run_1/final_placement.png
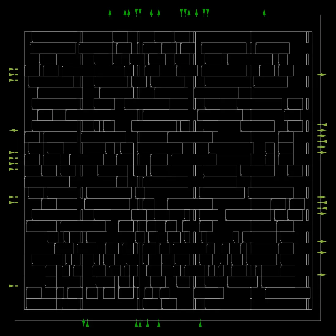
run_1/port_nets.png
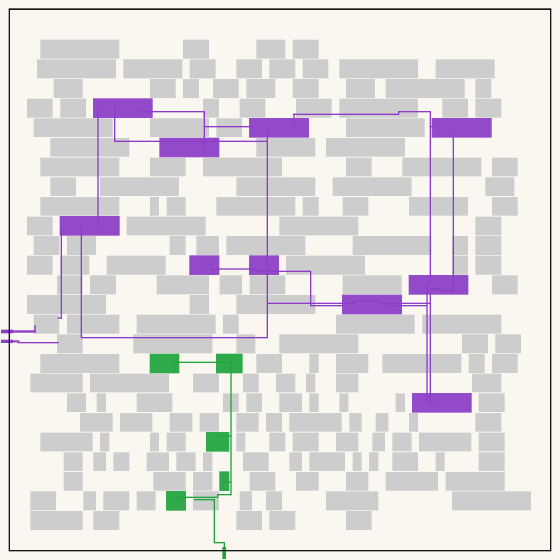
run_1/registers.png
Other sequential cells in the stronger grey, the rest of the logic in the fainter grey.
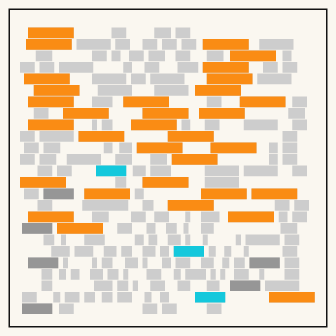
--- config.mk ---
export PLATFORM = sky130hd
export DESIGN_NAME = pe_bus_requester_flat
export DESIGN_NICKNAME = d
export VERILOG_FILES = /design/src/rtl/pe_bus_requester_pkg.sv /design/src/rtl/pe_bus_requester_if.sv /design/src/rtl/pe_bus_requester_buffer.sv /design/src/rtl/pe_bus_requester.sv /design/src/flat_wrapper.sv
export SDC_FILE = /design/constraint.sdc
export NUM_CORES = 1
export LEC_CHECK = 0
export CAP_MARGIN = 5
export CELL_PAD_IN_SITES_DETAIL_PLACEMENT = 1
export CELL_PAD_IN_SITES_GLOBAL_PLACEMENT = 1
export CORE_MARGIN = 2
export CORE_UTILIZATION = 44
export DETAILED_ROUTE_END_ITERATION = 16
export PLACE_DENSITY_LB_ADDON = 0.1
export SYNTH_ARGS = -nofsm -noshare
export SYNTH_HDL_FRONTEND = slang
export SYNTH_HIERARCHICAL = 1
export SYNTH_SLANG_ARGS = --single-unit
--- constraint.sdc ---
create_clock -name w_clock -period 6.6 [get_ports w_clock]
set_input_delay 1.32 -clock w_clock [delete_from_list [all_inputs] [get_ports w_clock]]
set_output_delay 1.32 -clock w_clock [all_outputs]
set_load 0.02 [all_outputs]
--- src/rtl/pe_bus_requester_pkg.sv ---
// ---------------------------------------------------------------------------
// pe_bus_requester_pkg
// Shared constants and types for the PE bus requester slice.
//   OUT_REQ_DATA_WIDTH        - default bus/buffer word width
//   OUT_ARB_FIXED_BURST_WRITE - words per load burst (memory -> core)
//   OUT_ARB_FIXED_BURST_READ  - words per unload burst (core -> memory)
//   out_req_state_e           - requester FSM states (3-bit encoding)
//   out_req_max()             - helper used to size the local buffer
// ---------------------------------------------------------------------------
package pe_bus_requester_pkg;

  localparam int OUT_REQ_DATA_WIDTH        = 8;
  localparam int OUT_ARB_FIXED_BURST_WRITE = 4;
  localparam int OUT_ARB_FIXED_BURST_READ  = 4;

  typedef enum logic [2:0] {
    OUT_REQ_S_IDLE       = 3'd0,
    OUT_REQ_S_REQ_LOAD   = 3'd1,
    OUT_REQ_S_LOAD       = 3'd2,
    OUT_REQ_S_LOADED     = 3'd3,
    OUT_REQ_S_REQ_UNLOAD = 3'd4,
    OUT_REQ_S_UNLOAD     = 3'd5
  } out_req_state_e;

  function automatic int out_req_max(input int a, input int b);
    return (a > b) ? a : b;
  endfunction

endpackage

--- src/rtl/pe_bus_requester_if.sv ---
// ---------------------------------------------------------------------------
// pe_bus_requester_if
// Handshake and data signals between one PE core and the output arbiter /
// memory side of the shared PE data bus.
//   w_grant, w_bus_rw             - arbiter grant bit and transfer direction
//   w_bus_valid, w_bus_data_in    - load word presented by memory
//   r_req                         - request from the core to the arbiter
//   w_bus_valid_out, w_bus_data_out - unload word driven by the core
// Modports: master = core-side requester, slave = arbiter/memory side.
// ---------------------------------------------------------------------------
interface pe_bus_requester_if
  import pe_bus_requester_pkg::*;
#(
  parameter int DATA_WIDTH = OUT_REQ_DATA_WIDTH
) ();

  logic                  w_grant;
  logic                  w_bus_rw;
  logic                  w_bus_valid;
  logic [DATA_WIDTH-1:0] w_bus_data_in;
  logic                  r_req;
  logic                  w_bus_valid_out;
  logic [DATA_WIDTH-1:0] w_bus_data_out;

  modport master (
    input  w_grant, w_bus_rw, w_bus_valid, w_bus_data_in,
    output r_req, w_bus_valid_out, w_bus_data_out
  );

  modport slave (
    output w_grant, w_bus_rw, w_bus_valid, w_bus_data_in,
    input  r_req, w_bus_valid_out, w_bus_data_out
  );

endinterface

--- src/rtl/pe_bus_requester_buffer.sv ---
// ---------------------------------------------------------------------------
// pe_local_buffer
// Register-array operand/result buffer of one PE core. No reset: contents
// survive a requester reset.
//   w_clock                        - clock, write on posedge
//   w_we, w_waddr, w_wdata         - single synchronous write port
//   w_bus_raddr -> w_bus_rdata     - combinational read port for unload
//   w_pe_raddr  -> w_pe_rdata      - combinational read port for the PE
// ---------------------------------------------------------------------------
module pe_local_buffer #(
  parameter int DATA_WIDTH = 8,
  parameter int BUF_DEPTH  = 4,
  parameter int BUF_AW     = $clog2(BUF_DEPTH)
) (
  input  logic                  w_clock,
  input  logic                  w_we,
  input  logic [BUF_AW-1:0]     w_waddr,
  input  logic [DATA_WIDTH-1:0] w_wdata,
  input  logic [BUF_AW-1:0]     w_bus_raddr,
  output logic [DATA_WIDTH-1:0] w_bus_rdata,
  input  logic [BUF_AW-1:0]     w_pe_raddr,
  output logic [DATA_WIDTH-1:0] w_pe_rdata
);

  logic [DATA_WIDTH-1:0] mem [BUF_DEPTH];

  // Storage write. When the depth is not a power of two the address space
  // is larger than the array, so out-of-range writes are dropped.
  always_ff @(posedge w_clock) begin
    if (w_we && (32'(w_waddr) < 32'(BUF_DEPTH))) begin
      mem[w_waddr] <= w_wdata;
    end
  end

  // Out-of-range reads return zero rather than an undefined word.
  assign w_bus_rdata = (32'(w_bus_raddr) < 32'(BUF_DEPTH)) ? mem[w_bus_raddr] : '0;
  assign w_pe_rdata  = (32'(w_pe_raddr)  < 32'(BUF_DEPTH)) ? mem[w_pe_raddr]  : '0;

endmodule

--- src/rtl/pe_bus_requester.sv ---
// ---------------------------------------------------------------------------
// pe_bus_requester
// Core-side endpoint of the shared PE data bus. Requests the bus, performs a
// fixed load burst into the local buffer, lets the PE work on the buffer,
// then requests again and unloads a fixed burst of results.
//   w_clock, w_ready        - clock and synchronous active-low reset
//   w_start_load            - PE asks for a new operand load (IDLE only)
//   w_compute_done          - PE results ready to unload (LOADED only)
//   bus (master modport)    - arbiter grant/direction, load/unload words, r_req
//   w_pe_addr/we/wdata      - PE buffer write port (IDLE and LOADED only)
//   w_pe_rdata              - buffer[w_pe_addr], combinational
//   r_loaded                - buffer holds a completed load
//   r_err                   - sticky: grant arrived with the wrong direction
// ---------------------------------------------------------------------------
module pe_bus_requester
  import pe_bus_requester_pkg::*;
#(
  parameter int DATA_WIDTH  = OUT_REQ_DATA_WIDTH,
  parameter int BURST_WRITE = OUT_ARB_FIXED_BURST_WRITE,
  parameter int BURST_READ  = OUT_ARB_FIXED_BURST_READ,
  parameter int BUF_DEPTH   = out_req_max(BURST_WRITE, BURST_READ),
  parameter int BUF_AW      = $clog2(BUF_DEPTH)
) (
  input  logic                  w_clock,
  input  logic                  w_ready,
  input  logic                  w_start_load,
  input  logic                  w_compute_done,
  pe_bus_requester_if.master    bus,
  input  logic [BUF_AW-1:0]     w_pe_addr,
  input  logic                  w_pe_we,
  input  logic [DATA_WIDTH-1:0] w_pe_wdata,
  output logic [DATA_WIDTH-1:0] w_pe_rdata,
  output logic                  r_loaded,
  output logic                  r_err
);

  localparam int CNT_W = BUF_AW + 1;
  localparam logic [CNT_W-1:0] LAST_WR = CNT_W'(BURST_WRITE - 1);
  localparam logic [CNT_W-1:0] LAST_RD = CNT_W'(BURST_READ - 1);

  out_req_state_e        state;
  logic [CNT_W-1:0]      count;
  logic                  req_q;
  logic                  load_beat;
  logic                  buf_we;
  logic [BUF_AW-1:0]     buf_waddr;
  logic [DATA_WIDTH-1:0] buf_wdata;
  logic [DATA_WIDTH-1:0] bus_rdata;

  assign load_beat = bus.w_grant && bus.w_bus_valid;

  // Requester FSM with registered request/status outputs. The request is
  // dropped on the same edge that commits the final beat so the arbiter
  // never sees a stale request at its next decision. Each burst restarts
  // the beat counter at zero; a pause in grant simply holds the counter.
  always_ff @(posedge w_clock) begin
    if (!w_ready) begin
      state    <= OUT_REQ_S_IDLE;
      req_q    <= 1'b0;
      r_loaded <= 1'b0;
      r_err    <= 1'b0;
      count    <= '0;
    end else begin
      case (state)
        OUT_REQ_S_IDLE: begin
          if (w_start_load) begin
            state <= OUT_REQ_S_REQ_LOAD;
            req_q <= 1'b1;
          end
        end
        OUT_REQ_S_REQ_LOAD: begin
          if (bus.w_grant) begin
            if (!bus.w_bus_rw) begin
              state <= OUT_REQ_S_LOAD;
              count <= '0;
            end else begin
              r_err <= 1'b1;
            end
          end
        end
        OUT_REQ_S_LOAD: begin
          if (load_beat) begin
            count <= count + CNT_W'(1);
            if (count == LAST_WR) begin
              state    <= OUT_REQ_S_LOADED;
              req_q    <= 1'b0;
              r_loaded <= 1'b1;
            end
          end
        end
        OUT_REQ_S_LOADED: begin
          if (w_compute_done) begin
            state <= OUT_REQ_S_REQ_UNLOAD;
            req_q <= 1'b1;
          end
        end
        OUT_REQ_S_REQ_UNLOAD: begin
          if (bus.w_grant) begin
            if (bus.w_bus_rw) begin
              state <= OUT_REQ_S_UNLOAD;
              count <= '0;
            end else begin
              r_err <= 1'b1;
            end
          end
        end
        OUT_REQ_S_UNLOAD: begin
          if (bus.w_grant) begin
            count <= count + CNT_W'(1);
            if (count == LAST_RD) begin
              state    <= OUT_REQ_S_IDLE;
              req_q    <= 1'b0;
              r_loaded <= 1'b0;
            end
          end
        end
        default: begin
          state <= OUT_REQ_S_IDLE;
          req_q <= 1'b0;
        end
      endcase
    end
  end

  // Buffer write-port steering: bus beats own the port during LOAD, the PE
  // owns it in IDLE and LOADED, and nobody writes in the other states.
  always_comb begin
    buf_we    = 1'b0;
    buf_waddr = w_pe_addr;
    buf_wdata = w_pe_wdata;
    case (state)
      OUT_REQ_S_LOAD: begin
        buf_we    = load_beat;
        buf_waddr = count[BUF_AW-1:0];
        buf_wdata = bus.w_bus_data_in;
      end
      OUT_REQ_S_IDLE, OUT_REQ_S_LOADED: begin
        buf_we = w_pe_we;
      end
      default: begin
        buf_we = 1'b0;
      end
    endcase
  end

  pe_local_buffer #(
    .DATA_WIDTH (DATA_WIDTH),
    .BUF_DEPTH  (BUF_DEPTH),
    .BUF_AW     (BUF_AW)
  ) u_buf (
    .w_clock     (w_clock),
    .w_we        (buf_we),
    .w_waddr     (buf_waddr),
    .w_wdata     (buf_wdata),
    .w_bus_raddr (count[BUF_AW-1:0]),
    .w_bus_rdata (bus_rdata),
    .w_pe_raddr  (w_pe_addr),
    .w_pe_rdata  (w_pe_rdata)
  );

  // Unload words go out in the same cycle the grant is seen, so the first
  // word appears in the first UNLOAD cycle; the data bus idles at zero.
  assign bus.r_req           = req_q;
  assign bus.w_bus_valid_out = (state == OUT_REQ_S_UNLOAD) && bus.w_grant;
  assign bus.w_bus_data_out  = bus.w_bus_valid_out ? bus_rdata : '0;

endmodule
--- src/flat_wrapper.sv ---
// flat-port wrapper written by rule: the top's interface ports become plain ports
module pe_bus_requester_flat import pe_bus_requester_pkg::*;
#(
  parameter int DATA_WIDTH  = OUT_REQ_DATA_WIDTH,
  parameter int BURST_WRITE = OUT_ARB_FIXED_BURST_WRITE,
  parameter int BURST_READ  = OUT_ARB_FIXED_BURST_READ,
  parameter int BUF_DEPTH   = out_req_max(BURST_WRITE, BURST_READ),
  parameter int BUF_AW      = $clog2(BUF_DEPTH)
)
  (w_clock, w_ready, w_start_load, w_compute_done, w_pe_addr, w_pe_we, w_pe_wdata, w_pe_rdata, r_loaded, r_err, bus_w_grant, bus_w_bus_rw, bus_w_bus_valid, bus_w_bus_data_in, bus_r_req, bus_w_bus_valid_out, bus_w_bus_data_out);
  pe_bus_requester_if #(.DATA_WIDTH(DATA_WIDTH)) bus_i ();
  input  logic w_clock;
  input  logic w_ready;
  input  logic w_start_load;
  input  logic w_compute_done;
  input  logic [BUF_AW-1:0] w_pe_addr;
  input  logic w_pe_we;
  input  logic [DATA_WIDTH-1:0] w_pe_wdata;
  output logic [DATA_WIDTH-1:0] w_pe_rdata;
  output logic r_loaded;
  output logic r_err;
  input wire logic [$bits(bus_i.w_grant)-1:0] bus_w_grant;
  input wire logic [$bits(bus_i.w_bus_rw)-1:0] bus_w_bus_rw;
  input wire logic [$bits(bus_i.w_bus_valid)-1:0] bus_w_bus_valid;
  input wire logic [$bits(bus_i.w_bus_data_in)-1:0] bus_w_bus_data_in;
  output wire logic [$bits(bus_i.r_req)-1:0] bus_r_req;
  output wire logic [$bits(bus_i.w_bus_valid_out)-1:0] bus_w_bus_valid_out;
  output wire logic [$bits(bus_i.w_bus_data_out)-1:0] bus_w_bus_data_out;
  assign bus_i.w_grant = bus_w_grant;
  assign bus_i.w_bus_rw = bus_w_bus_rw;
  assign bus_i.w_bus_valid = bus_w_bus_valid;
  assign bus_i.w_bus_data_in = bus_w_bus_data_in;
  assign bus_r_req = bus_i.r_req;
  assign bus_w_bus_valid_out = bus_i.w_bus_valid_out;
  assign bus_w_bus_data_out = bus_i.w_bus_data_out;
  pe_bus_requester #(.DATA_WIDTH(DATA_WIDTH), .BURST_WRITE(BURST_WRITE), .BURST_READ(BURST_READ), .BUF_DEPTH(BUF_DEPTH), .BUF_AW(BUF_AW)) u_core (.w_clock(w_clock), .w_ready(w_ready), .w_start_load(w_start_load), .w_compute_done(w_compute_done), .bus(bus_i), .w_pe_addr(w_pe_addr), .w_pe_we(w_pe_we), .w_pe_wdata(w_pe_wdata), .w_pe_rdata(w_pe_rdata), .r_loaded(r_loaded), .r_err(r_err));
endmodule
==> results.json, run 1 <==
{
  "synthToLayoutAreaGrowth_pct": 25.9,
  "top_usage_layer": "met2",
  "worstSetupEndpoint": "w_pe_rdata[6]",
  "avgSynthCellArea_sq_um": 14.5,
  "syn_inst": 152,
  "worst-setup-path-type": "in -> out",
  "nFillCells": 474,
  "switching_power_as_a_share_of_total_power": 0.229,
  "gr-usage-met2": 0.354,
  "timing.hold.worst_endpoint": "u_core/r_loaded",
  "drv_cap": 0,
  "synthesis.nets": 180,
  "worst_path_max_delay_cell": "clkdlybuf4s50_1",
  "worst-r2r-setup-slack_ns": 3.58,
  "lay_top_cells": "45 x clkdlybuf4s50_1, 32 x edfxtp_1, 16 x mux4_2",
  "grt_start_max_net_pins": 20,
  "grt_overflow": 0,
  "worst_setup_path_startpoint": "w_pe_addr[0]",
  "run_status": "completed",
  "crit_required_ns": 5.28,
  "numCtsBuffers": 5,
  "min-delay-path-class": "reg -> reg",
  "globalplace.congestion": 0.921,
  "totalPowerFinal_uw": 584,
  "layout_top_registers": "u_core/u_buf/mem (32), u_core/count (3), u_core/state (3)",
  "skew_ns": 0.00719,
  "dp_hpwl_mm": 3.63,
  "cts_max_path_buffers": 2,
  "edf_count": 32,
  "post_drt_wl_per_cell_microns": 20.0,
  "postCtsHoldBufs": 0,
  "crit_chain": "clkdlybuf4s50_1 -> mux4_2 -> clkdlybuf4s50_1",
  "top_family_by_delay_on_critical_path": "buffers and inverters",
  "tns_ns": 0,
  "die_width_microns": 74.8,
  "vdd_ir_drop_max_v": 0.000133,
  "postCtsResizedCells": 0,
  "synth_seq_share": 0.518,
  "highest_power_group": "sequential cells",
  "gr-usage-met1": 0.264,
  "synth_top_cell_by_count": "edfxtp_1",
  "drt_drc_violations_left": 0,
  "antenna_violations_before_repair": 0,
  "finalHoldViolCount": 0
}
-- final_placement.png (at the start) --
Std-Cell Core Area: 0.00479 sq mm
number of rows created at floorplan: 25
Post-Layout Cell Count: 261
final design utilization: 0.580

-- port_nets.png (at the start) --
- purple: `w_pe_addr` (bits 2; direction input; edge west; end cells 10; buffers 2; wire 316 microns)
- green: `bus_w_bus_rw` (bits 1; direction input; edge south; end cells 5; buffers 1; wire 47.0 microns)
number of I/O pins: 46
count of input and output buffers: 45

-- registers.png (at the start) --
- cyan: `u_core/state` (sequential cells 3)
- orange: `u_core/u_buf/mem` (sequential cells 32)
- not coloured: 6
power drawn by the sequential cells: 303 uW
register cell area after layout: 0.00114 sq mm
flip-flop and latch share of the layout cell area: 0.411

-- run 1: cell families after synthesis --
logic type | Yosys count | synth area share
AND-OR/OR-AND | 26 | 0.0897
XOR/XNOR | 1 | 0.00397
adder cells (fa/ha/maj) | 2 | 0.0113
buffers and inverters | 16 | 0.0420
flip-flops | 41 | 0.518
multiplexers | 28 | 0.224
AND/OR/NAND/NOR | 38 | 0.111
-- run 1: final cells by class --
cell class              count  area [sq um]  share of cell area
clock buffers               6          72.6              0.0261
clock inverters             2          33.8              0.0122
inverters                   4          15.0             0.00541
multi-input cells          95           971               0.350
flip-flops and latches     41          1140               0.411
well taps                  67          83.8              0.0302
repair buffers             46           458               0.165
-- run 1: routing by layer --
metal  part of all wire  wire [microns]
met5                  0               0
met4              0.018              92
met3              0.051             264
met2               0.52            2740
met1               0.41            2130
run_1/wire_density.png
15 x 15 tiles, from black (low) to pale yellow (high), scaled to the fullest tile. Values are wire area over tile area, all layers added.
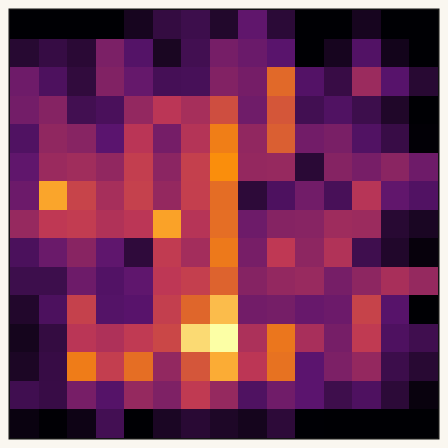

==> inputs of run 2 (changes only) <==
--- a/config.mk
+++ b/config.mk
@@ -9,7 +9,7 @@
 export CELL_PAD_IN_SITES_DETAIL_PLACEMENT = 1
 export CELL_PAD_IN_SITES_GLOBAL_PLACEMENT = 1
 export CORE_MARGIN = 2
-export CORE_UTILIZATION = 44
+export CORE_UTILIZATION = 37
 export DETAILED_ROUTE_END_ITERATION = 16
 export PLACE_DENSITY_LB_ADDON = 0.1
 export SYNTH_ARGS = -nofsm -noshare
==> constraint.sdc (replaced) <==
create_clock -name w_clock -period 4.3 [get_ports w_clock]
set_input_delay 0.86 -clock w_clock [delete_from_list [all_inputs] [get_ports w_clock]]
set_output_delay 0.86 -clock w_clock [all_outputs]
set_load 0.02 [all_outputs]
run_2/wire_density.png
16 x 16 tiles, from black (low) to pale yellow (high), scaled to the fullest tile. Values are wire area over tile area, all layers added.
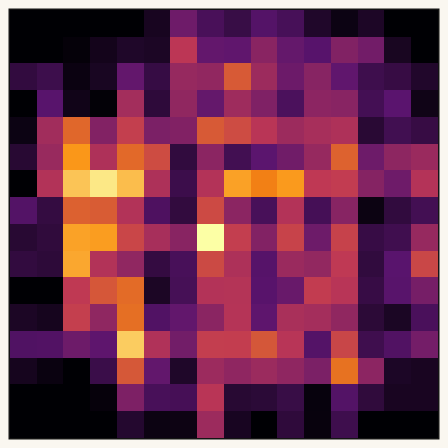
- fullest tile: 0.40
- mean over tiles: 0.12
- densest ninth of the die: west
- emptiest ninth of the die: north-west
- tiles over half the peak: 17%
Final Routed Wirelength: 5.08 mm
average detailed-routed wire length per instance: 18.7 microns
Via Count: 1470
GRT Util Overall: 0.167

run_2/registers.png
Other sequential cells in the stronger grey, the rest of the logic in the fainter grey.
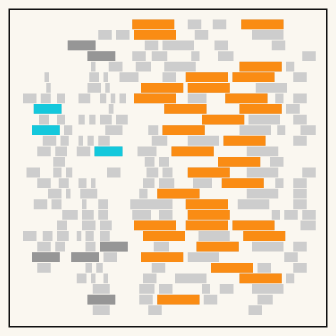
- orange: `u_core/u_buf/mem` (sequential cells 32)
- cyan: `u_core/state` (sequential cells 3)
power drawn by the sequential cells: 465 uW
flip-flop and latch share of the layout cell area: 0.407
final design utilization: 0.479

run_2/final_placement.png
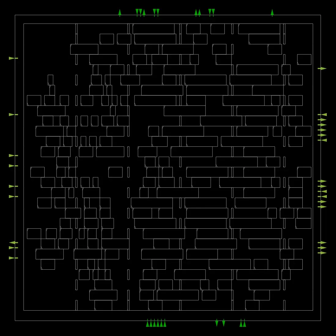
Post-Layout Cell Count: 271
number of rows created at floorplan: 28
TAP cells: 75

==> run 2 against run 1 <==
  * Synthesized area did not move
  * Critical path depth did not move
  * Worst setup slack got worse by 1.4 ns
  * Final cell count rose by 3.8%
  * Critical endpoint is now w_pe_rdata[0]
  * Critical path type unchanged
  * Clock power rose by 48%
==> results.json, run 2 <==
{
  "avgSynthCellArea_sq_um": 14.5,
  "synthesis.nets": 180,
  "wl_met2_mm": 2.74,
  "finalHoldViolCount": 0,
  "lay_top_cells": "45 x clkdlybuf4s50_1, 32 x edfxtp_1, 16 x mux4_2",
  "globalplace.congestion": 0.850,
  "crit_required_ns": 3.44,
  "run_status": "completed",
  "ios": 46,
  "synth_seq_share": 0.518,
  "placement.io_buffers": 45,
  "drv_cap": 0,
  "totalPowerFinal_uw": 888,
  "crit_chain": "clkdlybuf4s50_1 -> mux4_2 -> clkdlybuf4s50_1",
  "antenna_violations_before_repair": 0,
  "grt_overflow": 0,
  "tns_ns": 0,
  "worst_path_max_delay_cell": "clkdlybuf4s50_1",
  "edf_count": 32,
  "layout_top_registers": "u_core/u_buf/mem (32), u_core/count (3), u_core/state (3)",
  "cts_max_path_buffers": 2
}
-- run 2: final cells by class --
type,instances,area [sq um]
multi-input cells,95,971
fillers,593,3050
clock inverters,2,35.0
inverters,4,15.0
flip-flops and latches,41,1140
clock buffers,5,68.8
repair buffers,49,480
well taps,75,93.8
-- run 2: cells by family after synthesis --
family / after synthesis / synth area share
buffers and inverters: 16 / 0.0420
AOI/OAI and AO/OA: 26 / 0.0897
DFF: 41 / 0.518
adders and majority gates: 2 / 0.0113
xor gates and xnor gates: 1 / 0.00397
muxes: 28 / 0.224
and+or+nand+nor: 38 / 0.111
-- run 2: report_power, final --
group / internal [uW] / switching (uW) / total [uW]
Combinational: 73.5 / 58.4 / 132
Sequential: 449 / 16.4 / 465
Clock: 169 / 123 / 291
Total: 691 / 197 / 888
run_2/met3.png
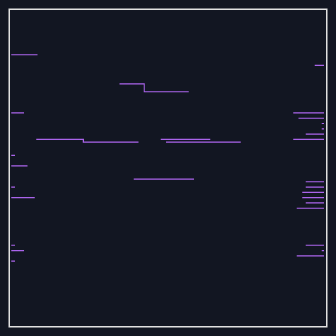

==> inputs of run 3 (changes only) <==
--- a/config.mk
+++ b/config.mk
@@ -9,7 +9,7 @@
 export CELL_PAD_IN_SITES_DETAIL_PLACEMENT = 1
 export CELL_PAD_IN_SITES_GLOBAL_PLACEMENT = 1
 export CORE_MARGIN = 2
-export CORE_UTILIZATION = 37
+export CORE_UTILIZATION = 35
 export DETAILED_ROUTE_END_ITERATION = 16
 export PLACE_DENSITY_LB_ADDON = 0.1
 export SYNTH_ARGS = -nofsm -noshare
run_3/met3.png
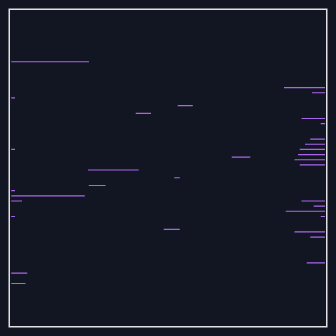
- share of all routed wire: 3.5%
- longest straight run: 20.2 microns
- nets with wire on the layer: 31
met3 GRT Util: 0.0249
Final Routed Wirelength: 5.06 mm
Via Count: 1446

run_3/registers.png
Other sequential cells in the stronger grey, the rest of the logic in the fainter grey.
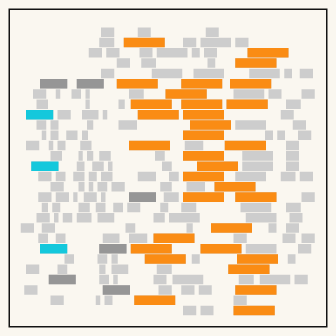
- orange: `u_core/u_buf/mem` (sequential cells 32)
- cyan: `u_core/state` (sequential cells 3)
flip-flop and latch share of the layout cell area: 0.410
final design utilization: 0.464

==> run 3 against run 2 <==
  * Synthesized area is the same
  * Maximum frequency grew 0.23%
  * Non-clock buffer count shrank 1
  * Largest cell class unchanged
  * Largest power group unchanged
==> results.json, run 3 <==
{
  "clock_area_frac": 0.0311,
  "layout.nonclk_buf_frac": 0.170,
  "yosys.area_share.adder": 0.0114,
  "run_status": "completed",
  "logic_family": "multiplexers",
  "non_clock_buffer_count": 48,
  "muxShareOfSynthArea": 0.224,
  "avgSynthCellArea_sq_um": 14.5,
  "well_tap_count": 75,
  "n_clock_buffer": 5,
  "top_usage_layer": "met2",
  "globalplace.congestion": 0.793,
  "finalHoldViolCount": 0,
  "vdd_ir_drop_max_v": 0.000139,
  "grt_overflow": 0,
  "edf_count": 32,
  "synth_seq_share": 0.518,
  "gr-usage-met1": 0.165,
  "ios": 46,
  "synth.cellmix.compoundShare": 0.0897,
  "synthesis.nets": 180,
  "simple_gate_area_frac": 0.111,
  "wl_met2_mm": 2.84,
  "synth_top_cell_by_count": "edfxtp_1",
  "numCtsBuffers": 5,
  "routedLengthMet1_mm": 1.99,
  "min-delay-path-class": "reg -> reg",
  "syn_inst": 152,
  "routed-wl-met3_microns": 178,
  "tns_ns": 0,
  "worst-r2r-setup-slack_ns": 1.51
}
run_3/port_nets.png
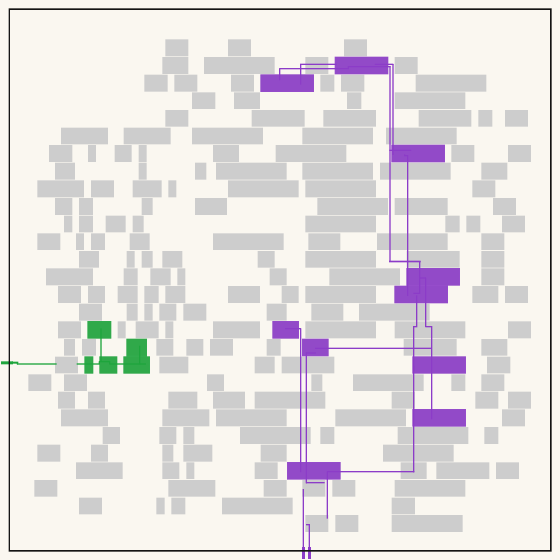
- purple: `w_pe_addr` (bits 2; direction input; edge south; end cells 10; buffers 2; wire 262 microns)
- green: `bus_w_bus_rw` (bits 1; direction input; edge west; end cells 5; buffers 1; wire 25.9 microns)

-- run 3: per-stage QoR --
step           utilization  hold slack (ns)  total power [uW]  cells  cell area, sq um
6_report             0.464            0.464               832    271              2780
5_1_grt              0.464            0.498               871    271              2780
4_1_cts              0.464            0.469               846    271              2780
3_5_place_dp         0.450            0.457               606    263              2690
3_3_place_gp         0.450            0.455               601    263              2690
2_1_floorplan            -            0.453               547    152              2200
-- run 3: critical path, delay by kind of cell --
| kind | cells | cell delay [ns] |
|---|---|---|
| buffers and inverters | 2 | 1.42 |
| multiplexers | 1 | 0.59 |
-- run 3: report_power, final --
group,switching [uW],leakage (uW),internal [uW]
combinational,58.1,0.000544,72.8
clock,124,0.0000439,112
sequential,16.2,0.000365,449
total,199,0.000953,633
No activity file was given, so power comes from the tool's default toggle rates.
